$ cat config.mk
export PLATFORM = sky130hd
export DESIGN_NAME = access_arbiter_param
export DESIGN_NICKNAME = d
export VERILOG_FILES = /design/src/rtl/access_arbiter_param.sv
export SDC_FILE = /design/constraint.sdc
export NUM_CORES = 1
export LEC_CHECK = 0
export ABC_CLOCK_PERIOD_IN_PS = 2100
export CORE_UTILIZATION = 50
export CTS_BUF_LIST = sky130_fd_sc_hd__clkbuf_16
export DETAILED_ROUTE_END_ITERATION = 10
export PLACE_DENSITY = 0.78
export SLEW_MARGIN = 20
export SYNTH_ARGS = -nofsm -noshare
export SYNTH_HDL_FRONTEND = slang
export SYNTH_SLANG_ARGS = --single-unit
$ cat constraint.sdc
create_clock -name clk -period 2.1 [get_ports clk]
set_input_delay 0.315 -clock clk [delete_from_list [all_inputs] [get_ports clk]]
set_output_delay 0.315 -clock clk [all_outputs]
set_load 0.05 [all_outputs]
$ cat src/rtl/access_arbiter_param.sv
// Access arbiter: master 0 has absolute priority and may preempt one
// round-robin owner; the preempted owner is resumed when master 0 is done.
// Optional hold timeout forces a release of a stuck owner.
//
// state   | meaning
// --------+-------------------------------------------------------------
// IDLE    | no grant outstanding
// GRANT   | owner holds the resource (owner may be master 0)
// PREEMPT | master 0 holds the resource, suspended owner waits to resume
module access_arbiter_param #(
    parameter int N_MASTERS = 3,
    parameter int CNT_W     = 8,
    parameter int TIMEOUT   = 0
) (
    input  logic                         clk,
    input  logic                         reset,
    input  logic [N_MASTERS-1:0]         req,
    input  logic [N_MASTERS-1:0]         done,
    output logic [N_MASTERS-1:0]         grant,
    output logic [$clog2(N_MASTERS)-1:0] owner_id,
    output logic [1:0]                   state,
    output logic [CNT_W-1:0]             nb_interrupts,
    output logic                         timeout_err
);

    localparam int ID_W      = $clog2(N_MASTERS);
    localparam int HOLD_W    = (TIMEOUT > 1) ? $clog2(TIMEOUT) : 1;
    localparam int HOLD_LAST = (TIMEOUT > 0) ? TIMEOUT - 1 : 0;

    typedef enum logic [1:0] {
        S_IDLE    = 2'b00,
        S_GRANT   = 2'b01,
        S_PREEMPT = 2'b10
    } state_t;

    state_t              state_q, state_n;
    logic [ID_W-1:0]     owner_n;
    logic [ID_W-1:0]     rr_q, rr_n;
    logic [ID_W-1:0]     susp_q, susp_n;
    logic [HOLD_W-1:0]   hold_q, hold_n;
    logic [CNT_W-1:0]    cnt_n;
    logic                terr_n;
    logic [N_MASTERS-1:0] grant_n;
    logic [ID_W:0]       pick;
    logic                hold_hit;
    logic                arb;
    logic                arb_prio;

    // First requester among masters 1..N-1 starting at the pointer, with wrap.
    // Master 0 is never part of the round-robin ring.
    function automatic logic [ID_W:0] rr_pick(input logic [N_MASTERS-1:0] r,
                                              input logic [ID_W-1:0]      start);
        logic [ID_W:0] res;
        res = '0;
        for (int i = 0; i < N_MASTERS - 1; i++) begin
            int idx;
            idx = int'(start) + i;
            if (idx > N_MASTERS - 1)
                idx = idx - (N_MASTERS - 1);
            if (!res[ID_W] && r[ID_W'(idx)])
                res = {1'b1, ID_W'(idx)};
        end
        return res;
    endfunction

    function automatic logic [ID_W-1:0] rr_after(input logic [ID_W-1:0] k);
        return (k == ID_W'(N_MASTERS - 1)) ? ID_W'(1) : k + ID_W'(1);
    endfunction

    assign pick     = rr_pick(req, rr_q);
    assign hold_hit = (TIMEOUT > 0) && (hold_q == HOLD_W'(HOLD_LAST));
    assign state    = state_q;

    // Next-state, next-owner and bookkeeping decisions.
    always_comb begin
        state_n  = state_q;
        owner_n  = owner_id;
        rr_n     = rr_q;
        susp_n   = susp_q;
        hold_n   = hold_q;
        cnt_n    = nb_interrupts;
        terr_n   = 1'b0;
        arb      = 1'b0;
        arb_prio = 1'b1;

        case (state_q)
            S_IDLE: begin
                arb = 1'b1;
            end
            S_GRANT: begin
                if (done[owner_id]) begin
                    arb = 1'b1;
                end else if (hold_hit) begin
                    state_n = S_IDLE;
                    owner_n = '0;
                    susp_n  = '0;
                    terr_n  = 1'b1;
                end else if (owner_id != '0 && req[0]) begin
                    state_n = S_PREEMPT;
                    susp_n  = owner_id;
                    owner_n = '0;
                    hold_n  = '0;
                    if (nb_interrupts != {CNT_W{1'b1}})
                        cnt_n = nb_interrupts + 1'b1;
                end else if (TIMEOUT > 0) begin
                    hold_n = hold_q + 1'b1;
                end
            end
            S_PREEMPT: begin
                if (done[0]) begin
                    susp_n = '0;
                    if (req[susp_q]) begin
                        state_n = S_GRANT;
                        owner_n = susp_q;
                        hold_n  = '0;
                    end else begin
                        arb      = 1'b1;
                        arb_prio = 1'b0;
                    end
                end else if (hold_hit) begin
                    state_n = S_IDLE;
                    owner_n = '0;
                    susp_n  = '0;
                    terr_n  = 1'b1;
                end else if (TIMEOUT > 0) begin
                    hold_n = hold_q + 1'b1;
                end
            end
            default: begin
                state_n = S_IDLE;
                owner_n = '0;
            end
        endcase

        // Shared arbitration; the priority master is skipped right after a preemption ends.
        if (arb) begin
            if (arb_prio && req[0]) begin
                state_n = S_GRANT;
                owner_n = '0;
                hold_n  = '0;
            end else if (pick[ID_W]) begin
                state_n = S_GRANT;
                owner_n = pick[ID_W-1:0];
                rr_n    = rr_after(pick[ID_W-1:0]);
                hold_n  = '0;
            end else begin
                state_n = S_IDLE;
                owner_n = '0;
            end
        end

        grant_n = (state_n != S_IDLE) ? (N_MASTERS'(1) << owner_n) : '0;
    end

    // State and output registers with synchronous reset.
    always_ff @(posedge clk) begin
        if (reset) begin
            state_q       <= S_IDLE;
            owner_id      <= '0;
            grant         <= '0;
            rr_q          <= ID_W'(1);
            susp_q        <= '0;
            hold_q        <= '0;
            nb_interrupts <= '0;
            timeout_err   <= 1'b0;
        end else begin
            state_q       <= state_n;
            owner_id      <= owner_n;
            grant         <= grant_n;
            rr_q          <= rr_n;
            susp_q        <= susp_n;
            hold_q        <= hold_n;
            nb_interrupts <= cnt_n;
            timeout_err   <= terr_n;
        end
    end

endmodule

==> run_1/class_map.png <==
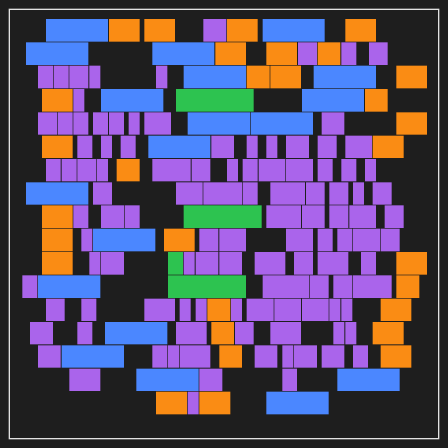
legend:
  clock drivers and dummy loads:
    color: green
    cells: 4
    share_of_their_area: 5.5%
  remaining buffers and delay cells:
    color: orange
    cells: 30
    share_of_their_area: 19%
  sequential cells:
    color: blue
    cells: 19
    share_of_their_area: 26%
  remaining logic cells:
    color: purple
    cells: 110
    share_of_their_area: 49%
Finished Core Util: 67.7%
fraction of standard cell area that is sequential: 25.6%

==> run_1/congestion_map.png <==
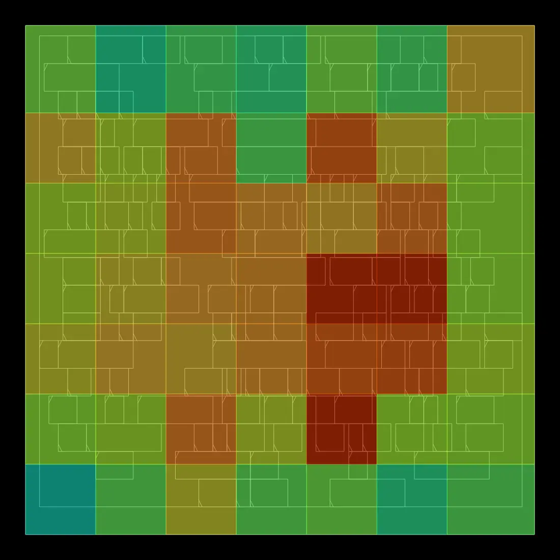
Routed wire per std cell: 15.6 um
met1 demand-to-capacity share in global routing: 32.7%

==> run_1/sizing.png <==
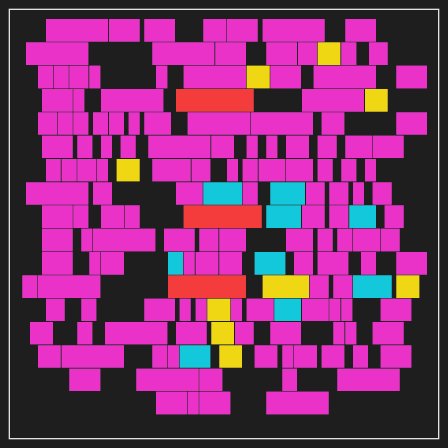
legend:
  x6 and larger:
    color: red
    cells: 3
    most_used: clkbuf_16
  x2:
    color: cyan
    cells: 9
  x1 and smaller:
    color: magenta
    cells: 142
    most_used: clkdlybuf4s50_1
  x3 and x4:
    color: yellow
    cells: 9
    most_used: buf_4
area growth from synthesis to layout: 28.9%
area of all placed cells without fillers: 1480 sq um

==> run_1/ff_map.png <==
Other sequential cells in the stronger gray, the rest of the logic in the fainter gray.
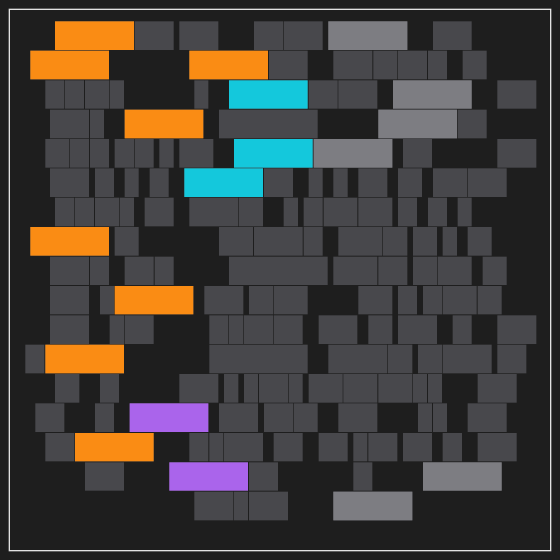
legend:
  rr_q:
    color: purple
    placed_flops: 2
  grant:
    color: cyan
    placed_flops: 3
  nb_interrupts:
    color: orange
    placed_flops: 8
not colored: 6
total area of sequential cells: 380 sq um
power in sequential cells: 0.000385 W

==> impl_metrics.env <==
# yosys + openroad results
export IMPL_outcome="finished, final reports clean"
export IMPL_yosys_stat_cells=139
export IMPL_timing_fmax_ghz=0.511
export IMPL_power_net_switching_w=0.000241
export IMPL_crit_arrival_ps=2150
export IMPL_comb_power_share_pct=17.3
export IMPL_inverters_excl_clock=3
export IMPL_largest_net_degree_at_the_start_of_global_routing=20
export IMPL_reg_top3="nb_interrupts (8), grant (3)"
export IMPL_crit_path_end_kind="flip-flop"
export IMPL_grt_pass1_vias=1113
export IMPL_floorplan_rows=17
export IMPL_layout_drive_gt1_share_pct=12.9
export IMPL_cp_data_required_time_ps=2290
export IMPL_log_warning_count=26
export IMPL_reg2reg_depth=5
export IMPL_io_buffer_count=22
export IMPL_post_route_worst_setup_slack_ps=141
export IMPL_internal_power_w=0.000697
export IMPL_p_comb_w=0.000163
export IMPL_largestPowerGroup="clock"
export IMPL_min_delay_path_depth=2
export IMPL_dpl_cell_count=187
export IMPL_clock_tree_area_fraction_pct=5.40
export IMPL_die_height_um=50.0
export IMPL_synth_simple_gate_area_share_pct=32.3
export IMPL_worstMarginPinSlew_ps=535
export IMPL_fa_ha_area_share_pct=1.09
export IMPL_route_detailed_vias_per_inst=6.08
export IMPL_clock_power_w=0.000390
export IMPL_finalCritPeriodShare_pct=93.3
export IMPL_root_buffer="clkbuf_16"
export IMPL_netlist_area_sq_um=1150
export IMPL_final_nonclk_buf_share_pct=18.9
export IMPL_compound_area_share_pct=21.2
export IMPL_final_hold_worst_slack_ps=500
export IMPL_cts_htree_levels=1
export IMPL_overflow=0
export IMPL_clock_network_fraction_of_design_power_pct=41.6
export IMPL_worstHoldPathType="flip-flop to flip-flop"
export IMPL_comb_multi_input_count=107
export IMPL_grt_pass1_wl_um=5150
export IMPL_critical_path_startpoint="done[0]"
export IMPL_ys_sh_xor_pct=0.761
export IMPL_synth_mux_area_fraction_pct=4.89
export IMPL_floorplanUtilization_pct=52.5
export IMPL_post_synth_cell_area_avg_sq_um=8.28
export IMPL_prevailing_logic_family_in_the_synthesized_netlist="simple AND/OR/NAND/NOR gates"
No activity file was given, so power comes from the tool's default toggle rates.
